### src/rtl/shift_tx_arbiter_pkg.sv
// Shared definitions for the two-requester serializer: FSM encoding and requester ids.
package shift_tx_arbiter_pkg;

    typedef enum logic {
        IDLE  = 1'b0,
        SHIFT = 1'b1
    } state_t;

    localparam logic REQ0 = 1'b0;
    localparam logic REQ1 = 1'b1;

    // The requester that gets priority on the next tie, given the one just served.
    function automatic logic other_req(input logic id);
        return (id == REQ0) ? REQ1 : REQ0;
    endfunction

endpackage

### src/rtl/shift_tx_datapath.sv
// WIDTH-bit loadable left-shift register; the MSB is the serial output bit.
module shift_tx_datapath #(
    parameter int WIDTH = 8
) (
    input  logic             clk,
    input  logic             reset,
    input  logic             load,
    input  logic             shift,
    input  logic [WIDTH-1:0] load_data,
    output logic             msb
);

    logic [WIDTH-1:0] shreg;

    // NOTE: state is assigned with <= so every register samples pre-edge values;
    // blocking assignments here would make the result depend on process ordering.
    always_ff @(posedge clk) begin
        if (reset) begin
            shreg <= '0;
        end else if (load) begin
            shreg <= load_data;
        end else if (shift) begin
            shreg <= {shreg[WIDTH-2:0], 1'b0};
        end
    end

    assign msb = shreg[WIDTH-1];

endmodule

### src/rtl/shift_tx_arbiter.sv
// Round-robin arbiter in front of a shared MSB-first serializer with valid/ready on both sides.
module shift_tx_arbiter
    import shift_tx_arbiter_pkg::*;
#(
    parameter int WIDTH = 8
) (
    input  logic             clk,
    input  logic             reset,
    input  logic             req0_valid,
    input  logic [WIDTH-1:0] req0_data,
    output logic             req0_ready,
    input  logic             req1_valid,
    input  logic [WIDTH-1:0] req1_data,
    output logic             req1_ready,
    output logic             sout,
    output logic             sout_valid,
    input  logic             sout_ready,
    output logic             sout_last,
    output logic             grant_id,
    output logic             busy,
    output logic             done
);

    localparam int              CNT_W    = (WIDTH > 2) ? $clog2(WIDTH) : 1;
    localparam logic [CNT_W-1:0] LAST_IDX = CNT_W'(WIDTH - 1);

    state_t           state;
    state_t           next_state;
    logic [CNT_W-1:0] count;
    logic             pointer;
    logic             winner;
    logic             load;
    logic             shift;
    logic             last_bit;
    logic             msb;
    logic [WIDTH-1:0] winner_data;

    // A tie goes to the pointer; a lone requester always wins regardless of it.
    assign winner      = (req0_valid && req1_valid) ? pointer
                       : (req1_valid ? REQ1 : REQ0);
    assign winner_data = (winner == REQ1) ? req1_data : req0_data;
    assign last_bit    = (count == LAST_IDX);

    always_ff @(posedge clk) begin
        if (reset) begin
            state    <= IDLE;
            count    <= '0;
            pointer  <= REQ0;
            grant_id <= REQ0;
            done     <= 1'b0;
        end else begin
            state <= next_state;
            done  <= shift && last_bit;
            if (load) begin
                grant_id <= winner;
                pointer  <= other_req(winner);
                count    <= '0;
            end else if (shift) begin
                count <= last_bit ? '0 : count + 1'b1;
            end
        end
    end

    // NOTE: every signal written here gets a default first, so no path through
    // the case can leave one unassigned and infer a latch.
    always_comb begin
        next_state = state;
        load       = 1'b0;
        shift      = 1'b0;
        req0_ready = 1'b0;
        req1_ready = 1'b0;
        case (state)
            IDLE: begin
                if (!reset && (req0_valid || req1_valid)) begin
                    load       = 1'b1;
                    next_state = SHIFT;
                    req0_ready = (winner == REQ0);
                    req1_ready = (winner == REQ1);
                end
            end
            SHIFT: begin
                if (sout_ready) begin
                    shift = 1'b1;
                    if (last_bit) begin
                        next_state = IDLE;
                    end
                end
            end
            default: next_state = IDLE;
        endcase
    end

    shift_tx_datapath #(
        .WIDTH(WIDTH)
    ) u_datapath (
        .clk      (clk),
        .reset    (reset),
        .load     (load),
        .shift    (shift),
        .load_data(winner_data),
        .msb      (msb)
    );

    // Serial outputs are gated by state so they read 0 whenever nothing is being shifted.
    assign busy       = (state == SHIFT);
    assign sout_valid = busy;
    assign sout       = busy && msb;
    assign sout_last  = busy && last_bit;

endmodule

### config.mk
export PLATFORM = sky130hd
export DESIGN_NAME = shift_tx_arbiter
export DESIGN_NICKNAME = d
export VERILOG_FILES = /design/src/rtl/shift_tx_arbiter_pkg.sv /design/src/rtl/shift_tx_datapath.sv /design/src/rtl/shift_tx_arbiter.sv
export SDC_FILE = /design/constraint.sdc
export NUM_CORES = 1
export LEC_CHECK = 0
export CORE_MARGIN = 1
export CORE_UTILIZATION = 39
export DETAILED_ROUTE_END_ITERATION = 16
export PLACE_DENSITY = 0.76
export SLEW_MARGIN = 0
export SYNTH_ARGS = -nofsm -noshare
export SYNTH_HDL_FRONTEND = slang
export SYNTH_HIERARCHICAL = 1
export SYNTH_SLANG_ARGS = --single-unit
### constraint.sdc
create_clock -name clk -period 1.4 [get_ports clk]
set_input_delay 0.21 -clock clk [delete_from_list [all_inputs] [get_ports clk]]
set_output_delay 0.21 -clock clk [all_outputs]
set_load 0.05 [all_outputs]
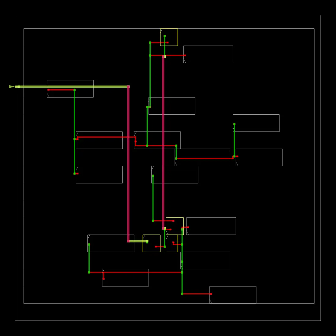
**Above:** run 1 (clock nets).
number of clock sinks: 15
number of buffers inserted during clock tree synthesis: 3

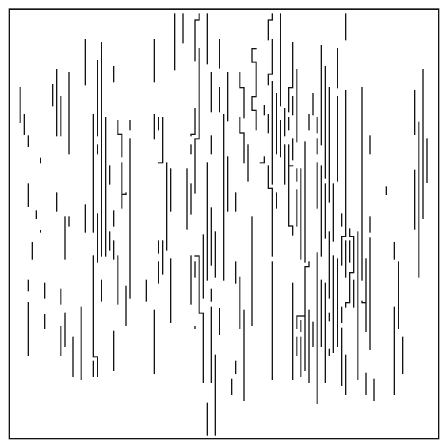
**Above:** run 1 (metal 2).
The wires run mostly vertical. The layer holds 54% of the routed length.
total vias in the final route: 796
Total Routed Length: 1953 um
Global Route met2 Usage: 35.45%

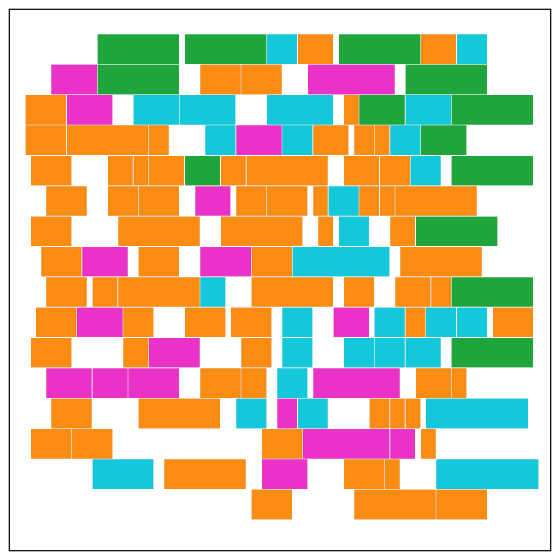
**Above:** run 1 (sizing map).
Key: orange = x1 and smaller [cells 73, share 55%, most used clkdlybuf4s50_1]; cyan = x3 and x4 [cells 28, share 21%, most used buf_4]; green = x6 and larger [cells 13, share 9.8%, most used buf_12]; magenta = x2 [cells 18, share 14%, most used mux2_2]
fin worst setup slack: -0.1079 ns
Final Cell Area: 1473 um2
Plain + repair buffers: 46
Syn-to-layout area delta: 75.41%

==> Table 3: Implementation characteristics, run 1 <==
Summary of implementation characteristics

Parameter                              Value

Placement
  Placement-stage worst setup slack    -0.3892 ns
  Count of buffers from port buffering    28
  Final RePlAce weighted congestion    ~0.77
  Standard cell area after detailed placement    approximately 1300 um2
  DP HPWL    1364 um

Cells and area
  Non-filler instance count after layout    159
  Most area-hungry cell class in the final design    logic gates
  Count of non-CTS inverters in the layout    6
  Number of clock-tree buffers in the layout    3
  Logic gate fraction of the total cell area    between 30% and 40%
  Number of nets in the finished design    between 150 and 200
  Register area    307.8 um2
  # fillers    around 140
  Share of cell area taken by flip-flops and latches    a little over a fifth
  Clock network area share    around 1.9%
  Number of inserted diodes    0
  Most common logic cell in the routed design    sky130_fd_sc_hd__clkdlybuf4s50_1
  Area of combinational cells with multiple inputs    roughly 550 um2
  Fraction of layout cells with a size suffix above 1    between 40% and 50%
  Most frequent cells in the layout    sky130_fd_sc_hd__clkdlybuf4s50_1, sky130_fd_sc_hd__buf_4, sky130_fd_sc_hd__dfxtp_1, sky130_fd_sc_hd__buf_12, sky130_fd_sc_hd__mux2i_1

Setup path
  Kind of capture point of the worst setup path    output pin
  Crit path max-delay cell type    sky130_fd_sc_hd__or3_4
  Type of the worst setup path    reg2out
  Required time worst endpoint    around 1.2 ns
  Cells along the critical path    or3_4 -> nor2b_4 -> buf_12
  Max incr delay on CP    0.37 ns

Final timing
  Setup-failing EPs final    3
  Worst hold margin    about 0.36 ns
  Final Hold Fails    0
  Relative slew margins    84.69%
  Unrepaired setup endpoints after global routing    yes
  Maximum frequency from static timing analysis    about 0.66 GHz
  Final sum of negative setup slack    -0.2423 ns
  Crit path time final    between 1.5 and 2 ns
  Maximum clock skew at final layout    0.009826 ns
  Final count of pins violating max slew    0
  Fin worst setup slack    -0.1079 ns
  Final cycle utilization of the critical path    107.7%
  Worst slew pin tran    approximately 0.23 ns

Die
  Starting density of the core    approximately two fifths
  Horizontal die size    48.40 um
  Core area    ~2000 um2
  IO Count    29
  Vertical extent of the die    between 40 and 50 um
  Placement row count    16

Min path
  Class of the most critical hold timing path    in2reg

Power and ir drop
  Peak supply drop    approximately 500 uV
  Total power density per cell area    between 800 and 900 nW/um2
  Overall power    roughly 1.2 mW

Route
  Final antenna-violating net count    0
  Via/cell ratio    about 5.0
  DRC violation count after routing    0
  Detailed Routing Iterations Pass 1    4

Outcome
  Run status    finished with violations
  Violations in the final reports    negative setup slack

Synth
  Synthesized area per cell    about 9.7 um2
  Sequential area share after synthesis    between 30 and 40%
  Syn_nets    111
  Tally of unique sky130hd cells used after synthesis    24
  Area reported by Yosys stat    839.6 um2
  Biggest area consumer among synthesized cells    sky130_fd_sc_hd__dfxtp_1
  Yosys top cell area share    a little over a third
  Cells after synthesis    87
  Top cells by area    sky130_fd_sc_hd__dfxtp_1, sky130_fd_sc_hd__mux2_2, sky130_fd_sc_hd__mux2i_1, sky130_fd_sc_hd__a211oi_1, sky130_fd_sc_hd__nor2b_1
  Warning count from the yosys run    6

Clock tree
  Post-CTS setup buffer count    3
  Depth of the CTS H-tree    1
  Number of buffers between clock root and the deepest sink    2
  Latest clock arrival within the worst-skew pair    about 0.29 ns
  TritonCTS clock tree    yes
  Clk slew on worst S/H paths    approximately 0.1 ns
  Post-cts repair resize count    12
  Hold-fix buffers at CTS    0

Global route
  Vias in the first global route    786
  Pin count of the biggest net entering global routing    13
  Global-route wire length before repair    between 3000 and 4000 um
  GR Overflow Total    0

Run
  Reported max-cap violation count    0
  Tally of OpenROAD warnings    30
[run 1: power by group]
part           switching [mW]  total [mW]  internal [mW]
logic                   0.209       0.477          0.268
clock network           0.143       0.249          0.106
registers              0.0231       0.488          0.465
[run 1: sequential cells by signal (all words and copies together), names as in the netlist]
register	flops
busy	1
pointer	1
grant_id	1
done	1
count	3
u_datapath/shreg	8
[run 1: synth_stat cells, drive strengths merged]
cell	count
inv	6
nand2	6
and2	2
a311oi	1
dfxtp	15
nand3	1
nand4b	1
o21ai	3
o211ai	1
clkdlybuf4s18	1
or3	1
nor2b	8
or3b	1
a211oi	7
and3b	1
a21oi	4
mux2	8
mux2i	8
nor2	4
nand3b	1
ha	3
buf	4
[run 1: per-layer routing]
layer | vias to the layer above | part of all wire, % | wire length, um | global-route usage, %
li1 | 397 | - | - | -
met1 | 371 | 40 | 780 | 20.54
met2 | 24 | 54 | 1051 | 35.45
met3 | 4 | 3.6 | 70 | 2.830
met4 | 0 | 2.6 | 51 | 13.24
met5 | - | 0 | 0 | 0
[run 1: critical path, delay by kind of cell, from the launching register on]
family | cells | cell delay [ns]
buffers and inverters | 1 | 0.14
AND/OR/NAND/NOR | 2 | 0.51
flip-flops | 1 | 0.35
[run 1: final timing paths]
kind                              end  slack [ns]  startpoint  cells after the start
hold reg to reg              count[1]        0.48    count[1]                      2
setup / recovery           req0_ready       -0.11        busy                      3
hold / removal                pointer        0.36  req1_valid                      2
setup reg to reg  u_datapath/shreg[6]        0.05     pointer                      6
[run 1: cell families after synthesis]
group | after synthesis | synth area share [%]
flops | 15 | 35.77
buf+inv | 11 | 8.345
mux | 16 | 20.27
simple gates | 26 | 17.88
compound gates | 16 | 13.26
fa+ha+maj | 3 | 4.471
==> run 2: changes to the inputs <==
--- a/config.mk
+++ b/config.mk
@@ -9,6 +9,7 @@
 export CORE_UTILIZATION = 39
 export DETAILED_ROUTE_END_ITERATION = 16
 export PLACE_DENSITY = 0.76
+export SKIP_CTS_REPAIR_TIMING = 1
 export SLEW_MARGIN = 0
 export SYNTH_ARGS = -nofsm -noshare
 export SYNTH_HDL_FRONTEND = slang
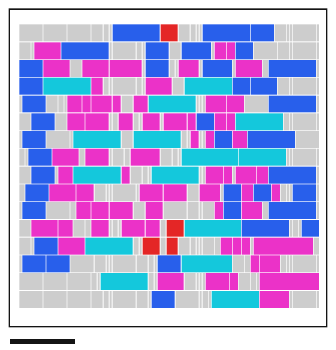
**Above:** run 2 (placement by cell class).
Bar = 10 um. Fill, decap, tap and diode cells in grey.
Key: red = clock drivers and dummy loads [cells 4, share of their area 2.1%]; magenta = remaining logic cells [cells 67, share of their area 40%]; blue = remaining buffers and delay cells [cells 38, share of their area 34%]; cyan = sequential cells [cells 15, share of their area 23%]
post-route core utilization: 68.25%
share of cell area taken by flip-flops and latches: 22.62%
placement row count: 16

==> Table 3: Implementation characteristics, run 2 <==
Summary of implementation characteristics

Parameter                              Value

Outcome
  Run status    finished with violations
  Violations in the final reports    negative setup slack

Power and ir drop
  Net switching fraction of the power    30.69% (-0.23 points)
  Sequential Power Share    42.5% (+2.3 points)
  Comb power frac    35.9% (-3.4 points)
  Internal power    797.0 uW (-5.0%)
  Overall power    1.150 mW (-5.3%)
  Total power density per cell area    841.7 nW/um2 (+2.0%)
  Net switching power figure    352.9 uW (-6.1%)
  Fraction of power consumed by the clock network    21.6% (+1.1 points)
  Peak supply drop    416.9 uV (-16%)

Setup path
  Crit path max-delay cell type    sky130_fd_sc_hd__or3_4
  Kind of capture point of the worst setup path    output pin
  Crit start category    register
  Max incr delay on CP    0.42 ns (+0.05 ns)
  Internal reg-to-reg setup slack    0.06 ns (about the same)
  Cells along the critical path    or3_4 -> nor2b_4 -> buf_12
  Type of the worst setup path    reg2out
  Required time worst endpoint    1.19 ns (about the same)

Run
  Tally of OpenROAD warnings    29 (-3.3%)
  Reported max-cap violation count    0 (unchanged)

Die
  Horizontal die size    48.40 um (unchanged)
  Vertical extent of the die    48.40 um (unchanged)
  Core area    2002 um2 (unchanged)
  Starting density of the core    41.94% (unchanged)
  Total die area    2342 um2

Synth
  Most popular library cell in the synthesized design by count    sky130_fd_sc_hd__dfxtp_1
  Tally of unique sky130hd cells used after synthesis    24 (unchanged)
  Warning count from the yosys run    6 (unchanged)
  Dominant Register Cell    sky130_fd_sc_hd__dfxtp_1
  Syn_nets    111 (unchanged)
  Biggest area consumer among synthesized cells    sky130_fd_sc_hd__dfxtp_1
  Async set-or-reset flop fraction in the synthesized netlist    0% (unchanged)
  Cells after synthesis    87 (unchanged)
  Sequential area share after synthesis    35.77% (unchanged)
  Yosys top cell area share    35.77% (unchanged)
  Synthesized area per cell    9.650 um2 (unchanged)
  List of most frequent post-synthesis cells    sky130_fd_sc_hd__dfxtp_1, sky130_fd_sc_hd__mux2_2, sky130_fd_sc_hd__mux2i_1, sky130_fd_sc_hd__nor2b_1, sky130_fd_sc_hd__a211oi_1
  Area reported by Yosys stat    839.6 um2 (unchanged)
  Number of enable flip-flop cells    0 (unchanged)
  Top cells by area    sky130_fd_sc_hd__dfxtp_1, sky130_fd_sc_hd__mux2_2, sky130_fd_sc_hd__mux2i_1, sky130_fd_sc_hd__a211oi_1, sky130_fd_sc_hd__nor2b_1

Cells and area
  Largest register FFs    8 (unchanged)
  Most frequent cells in the layout    sky130_fd_sc_hd__clkdlybuf4s50_1, sky130_fd_sc_hd__dfxtp_1, sky130_fd_sc_hd__buf_12
  Number of nets in the finished design    149 (-5.1%)
  Number of inserted diodes    0 (unchanged)
  Biggest regs    u_datapath/shreg (8), count (3)
  Syn-to-layout area delta    62.74%

Final timing
  Maximum frequency from static timing analysis    0.6359 GHz (-4.1%)
  Final count of pins violating max slew    0 (unchanged)
  Fin worst setup slack    -0.1725 ns (-0.06456 ns)
  Relative slew margins    74.95% (-9.7 points)
  Final sum of negative setup slack    -0.3699 ns (-0.1276 ns)
  Final Hold Fails    0 (unchanged)
  Setup-failing EPs final    3 (unchanged)
  Worst slew pin tran    0.3753 ns (+0.1471 ns)
  Final cycle utilization of the critical path    112.3% (+4.6 points)
  Worst hold margin    0.2058 ns (-0.1523 ns)
  Unrepaired setup endpoints after global routing    yes
  Crit path time final    1.572 ns (+0.06455 ns)

Route
  Total vias in the final route    766 (-3.8%)
  Final antenna-violating net count    0 (unchanged)
  Detail Route met2 WL    978 um (-6.9%)
  Via/cell ratio    5.073 (+1.3%)
  Detailed Routing Iterations Pass 1    4 (unchanged)
  Met1 Routed Length    697 um (-11%)
  Routed wire length on met3    77 um (+10%)
  Highest metal used    met4

Global route
  GRT met1 Usage    17.83% (-2.7 points)
  Vias in the first global route    766 (-2.5%)
  Global-route wire length before repair    3201 um (-5.9%)
  Pin count of the biggest net entering global routing    13 (unchanged)
  GR Overflow Total    0 (unchanged)
  Met3 Track Usage GR    2.830% (unchanged)
  Most used routing layer in global routing    met2
  Global Route met2 Usage    34.74% (-0.70 points)

Clock tree
  Number of buffers between clock root and the deepest sink    2 (unchanged)
  Number of clock sinks    15 (unchanged)
  Latest clock arrival within the worst-skew pair    0.29 ns (about the same)
  Number of buffers inserted during clock tree synthesis    3 (unchanged)
  TritonCTS clock tree    yes
  Clk slew on worst S/H paths    0.09 ns (about the same)

Placement
  Placed Instances    roughly 150
  Count of buffers from port buffering    28 (unchanged)
  Placement-stage worst setup slack    -0.3892 ns (unchanged)
  Final RePlAce weighted congestion    0.7735 (unchanged)
  Standard cell area after detailed placement    1277 um2 (unchanged)

Min path
  Class of the most critical hold timing path    in2reg
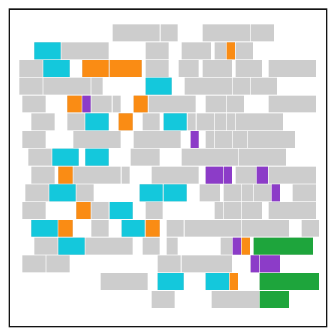
**Above:** run 2 (gate-type map).
Key: purple = nand cells [cells 9, most used nand2_1]; cyan = mux cells [cells 16]; orange = nor cells [cells 12, most used nor2b_1]; green = fa/ha/maj cells [cells 3, most used ha_4]
most common logic cell in the routed design: sky130_fd_sc_hd__clkdlybuf4s50_1
non-filler instance count after layout: 151
logic gate fraction of the total cell area: 37.82%

==> run 2: cell count changes in the layout (fill, tap and decap cells not counted), moves of 2 or more <==
cell,change
sky130_fd_sc_hd__a211oi_1,+2
sky130_fd_sc_hd__a211oi_2,-2
sky130_fd_sc_hd__buf_4,-6
sky130_fd_sc_hd__dfxtp_2,-2
sky130_fd_sc_hd__dlygate4sd2_1,-3
sky130_fd_sc_hd__dlymetal6s2s_1,+2
sky130_fd_sc_hd__inv_2,+2
sky130_fd_sc_hd__nor2b_1,+2
sky130_fd_sc_hd__nor2b_2,-2
==> run 2: power by group through the flow <==
stage | combinational (mW) | sequential (mW) | clock [mW]
4_1_cts | 0.398 | 0.491 | 0.262
3_5_place_dp | 0.397 | 0.501 | 0
3_3_place_gp | 0.389 | 0.500 | 0
6_report | 0.412 | 0.489 | 0.249
2_1_floorplan | 0.210 | 0.514 | 0
5_1_grt | 0.442 | 0.494 | 0.279
==> run 2: cell families after synthesis <==
logic type | synth area share (%)
mux | 20.27
buf+inv | 8.345
fa+ha+maj | 4.471
flops | 35.77
simple gates | 17.88
compound gates | 13.26
==> run 2: final timing paths <==
check / start / endpoint / cells past startpoint
worst min register to register: count[1] / count[1] / 2
worst max register to register: busy / u_datapath/shreg[4] / 4
worst min-delay path: req1_valid / pointer / 2
worst max-delay path: busy / req0_ready / 3
==> run 2: worst max-delay path: cells and delay by family (launching register included) <==
family	cells	cell delay (ns)
buffers and inverters	1	0.14
flip-flops	1	0.37
AND/OR/NAND/NOR	2	0.56
==> run 2: final cells by class <==
cell class	count	area (um2)
Timing Repair Buffer	38	456.7
Inverter	6	22.52
Tap cell	27	33.78
Fill cell	162	635.6
Clock inverter	1	5.005
Sequential cell	15	309.0
Multi-Input combinational cell	61	516.7
Clock buffer	3	22.52
==> run 3: changes to the inputs <==
--- a/config.mk
+++ b/config.mk
@@ -8,7 +8,7 @@
 export CORE_MARGIN = 1
 export CORE_UTILIZATION = 39
 export DETAILED_ROUTE_END_ITERATION = 16
-export PLACE_DENSITY = 0.76
+export PLACE_DENSITY = 0.77
 export SKIP_CTS_REPAIR_TIMING = 1
 export SLEW_MARGIN = 0
 export SYNTH_ARGS = -nofsm -noshare
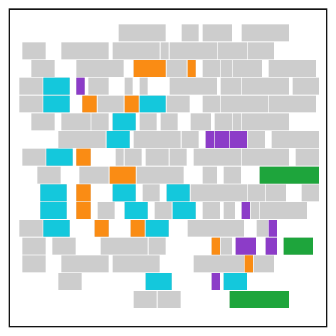
**Above:** run 3 (gate-type map).
Key: orange = nor cells [cells 12, most used nor2b_1]; cyan = mux cells [cells 16]; purple = nand cells [cells 9, most used nand2_1]; green = fa/ha/maj cells [cells 3, most used ha_4]
logic gate fraction of the total cell area: 37.56%
non-filler instance count after layout: 153

==> Table 3: Implementation characteristics, run 3 <==
Summary of implementation characteristics

Parameter                              Value

Setup path
  Required time worst endpoint    1.19 ns (about the same)
  Internal reg-to-reg setup slack    0 ns (-0.06 ns)
  Cells along the critical path    or3_4 -> nor2_4 -> buf_12
  Depth of the most critical reg-to-reg path    4 (unchanged)
  CP top delay family    simple AND/OR/NAND/NOR gates
  Crit path max-delay cell type    sky130_fd_sc_hd__or3_4
  Type of the worst setup path    reg2out
  Kind of capture point of the worst setup path    output pin
  Stages on worst setup path    3 (unchanged)
  Max incr delay on CP    0.42 ns (about the same)
  Crit start category    register

Synth
  XOR-XNOR Cells, Area Fraction    0% (unchanged)
  Most popular library cell in the synthesized design by count    sky130_fd_sc_hd__dfxtp_1
  Warning count from the yosys run    6 (unchanged)
  Biggest area consumer among synthesized cells    sky130_fd_sc_hd__dfxtp_1
  Area reported by Yosys stat    839.6 um2 (unchanged)
  Fraction of the mapped netlist area in adder cells    4.471% (unchanged)
  Dominant Register Cell    sky130_fd_sc_hd__dfxtp_1
  Synthesized area per cell    9.650 um2 (unchanged)
  Top cells by area    sky130_fd_sc_hd__dfxtp_1, sky130_fd_sc_hd__mux2_2, sky130_fd_sc_hd__mux2i_1, sky130_fd_sc_hd__a211oi_1, sky130_fd_sc_hd__nor2b_1
  Cells after synthesis    87 (unchanged)
  Share of synthesized cell area in and, or, nand and nor gates    17.88% (unchanged)
  Yosys top cell area share    35.77% (unchanged)
  AO/OA Area Share    13.26% (unchanged)
  Number of enable flip-flop cells    0 (unchanged)
  Async set-or-reset flop fraction in the synthesized netlist    0% (unchanged)
  Sequential area share after synthesis    35.77% (unchanged)
  Tally of unique sky130hd cells used after synthesis    24 (unchanged)
  Largest non-sequential cell family by area    multiplexers
  Proportion of synthesized area in mux cells    20.27% (unchanged)
  List of most frequent post-synthesis cells    sky130_fd_sc_hd__dfxtp_1, sky130_fd_sc_hd__mux2_2, sky130_fd_sc_hd__mux2i_1, sky130_fd_sc_hd__nor2b_1, sky130_fd_sc_hd__a211oi_1

Route
  Via/cell ratio    4.915 (-3.1%)
  Total vias in the final route    752 (-1.8%)
  Final antenna-violating net count    0 (unchanged)

Die
  Placement row count    16 (unchanged)
  Starting density of the core    41.94% (unchanged)
  Vertical extent of the die    48.40 um (unchanged)
  Horizontal die size    48.40 um (unchanged)
  Total die area    2342 um2 (unchanged)

Final timing
  Final Hold Fails    0 (unchanged)
  Final count of pins violating max slew    0 (unchanged)
  Setup-failing EPs final    3 (unchanged)
  Worst slew pin tran    0.2315 ns (-0.1438 ns)
  Unrepaired setup endpoints after global routing    yes
  Maximum frequency from static timing analysis    0.6346 GHz (-0.20%)
  Final cycle utilization of the critical path    112.5% (+0.23 points)
  Crit path time final    1.576 ns (+0.003227 ns)
  Final sum of negative setup slack    -0.3963 ns (-0.02636 ns)
  Fin worst setup slack    -0.1757 ns (-0.003227 ns)
  Relative slew margins    84.55% (+9.6 points)

Placement
  Placement-stage worst setup slack    -0.4014 ns (-0.01227 ns)
  Final RePlAce weighted congestion    0.8084 (+4.5%)
  Count of buffers from port buffering    28 (unchanged)
  Placed Instances    145 (unchanged)

Cells and area
  Number of inserted diodes    0 (unchanged)
  Biggest regs    u_datapath/shreg (8), count (3)
  Most frequent cells in the layout    sky130_fd_sc_hd__clkdlybuf4s50_1, sky130_fd_sc_hd__dfxtp_1, sky130_fd_sc_hd__buf_12, sky130_fd_sc_hd__buf_4
  Syn-to-layout area delta    68.26%
  Number of nets in the finished design    151 (+1.3%)
  Most common logic cell in the routed design    sky130_fd_sc_hd__clkdlybuf4s50_1
  Largest register FFs    8 (unchanged)

Clock tree
  Latest clock arrival within the worst-skew pair    0.27 ns (-0.02 ns)
  Clk slew on worst S/H paths    0.09 ns (about the same)
  Number of buffers between clock root and the deepest sink    2 (unchanged)
  TritonCTS clock tree    yes
  Number of clock sinks    15 (unchanged)

Global route
  Vias in the first global route    823 (+7.4%)
  GR Overflow Total    0 (unchanged)
  Global-route wire length before repair    3381 um (+5.6%)
  Pin count of the biggest net entering global routing    13 (unchanged)

Power and ir drop
  Total power density per cell area    833.4 nW/um2 (-0.98%)
  Peak supply drop    488.9 uV (+17%)
  Standby leakage power    0.5792 nW

Min path
  Cell depth of the worst min-delay path    2 (unchanged)
  Class of the most critical hold timing path    in2reg

Outcome
  Violations in the final reports    negative setup slack
  Run status    finished with violations

Run
  Reported max-cap violation count    0 (unchanged)
  Tally of OpenROAD warnings    29 (unchanged)
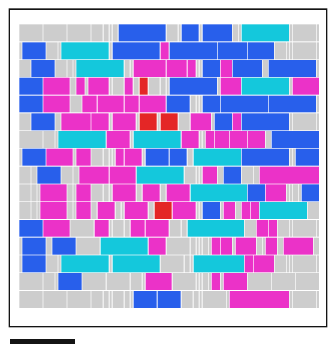
**Above:** run 3 (placement by cell class).
Bar = 10 um. Fill, decap, tap and diode cells in grey.
Key: red = clock drivers and dummy loads [cells 4, share of their area 1.9%]; cyan = sequential cells [cells 15, share of their area 22%]; blue = remaining buffers and delay cells [cells 40, share of their area 35%]; magenta = remaining logic cells [cells 67, share of their area 40%]
post-route core utilization: 70.56%
core area: 2002 um2
Final Cell Area: 1413 um2

run 3: final cells by class:
cell class | instances | area, um2
well taps | 27 | 33.78
repair buffers | 40 | 486.7
flip-flops and latches | 15 | 309.0
inverters | 6 | 26.28
multi-input cells | 61 | 530.5
clock buffers | 4 | 26.28
fillers | 157 | 589.3
run 3: kinds of logic after synthesis:
kind of cell             count (synthesis)
adder cells (fa/ha/maj)                  3
buffers and inverters                   11
flip-flops                              15
AND/OR/NAND/NOR                         26
multiplexers                            16
AND-OR/OR-AND                           16
run 3: path summary, 6_finish.rpt:
path,from,end
setup / recovery,busy,req1_ready
hold / removal,req1_valid,pointer
setup reg to reg,busy,u_datapath/shreg[1]
hold reg to reg,count[1],count[1]
run 3: where the power goes:
part | total [mW] | switching [mW] | internal [mW] | leakage (nW)
combinational | 0.440 | 0.196 | 0.244 | 0.439
clock | 0.247 | 0.137 | 0.110 | 0.0150
sequential | 0.490 | 0.0263 | 0.464 | 0.125
run 3: routing by layer:
layer | up-vias | wire length (um) | share of wire, % | global-route usage [%]
li1 | 379 | - | - | -
met1 | 349 | 859 | 43 | 20.89
met2 | 22 | 1065 | 53 | 32.63
met3 | 2 | 66 | 3.3 | 4.403
met4 | 0 | 17 | 0.85 | 7.353
met5 | - | 0 | 0 | 0
run 3: stage by stage:
step / power [mW] / hold slack (ns)
floorplan: 0.7232 / 0.2880
global placement: 0.8883 / 0.4409
finish: 1.177 / 0.2227
detailed placement: 0.8968 / 0.4591
CTS: 1.139 / 0.4712
global route: 1.241 / 0.2241
run 3: worst register-to-register path: stages, from the launching register on:
cell,delay (ns)
sky130_fd_sc_hd__dfxtp_4,0.37
sky130_fd_sc_hd__or3_4,0.42
sky130_fd_sc_hd__inv_2,0.14
sky130_fd_sc_hd__inv_1,0.14
sky130_fd_sc_hd__a211oi_1,0.24
No activity file was given, so power comes from the tool's default toggle rates.
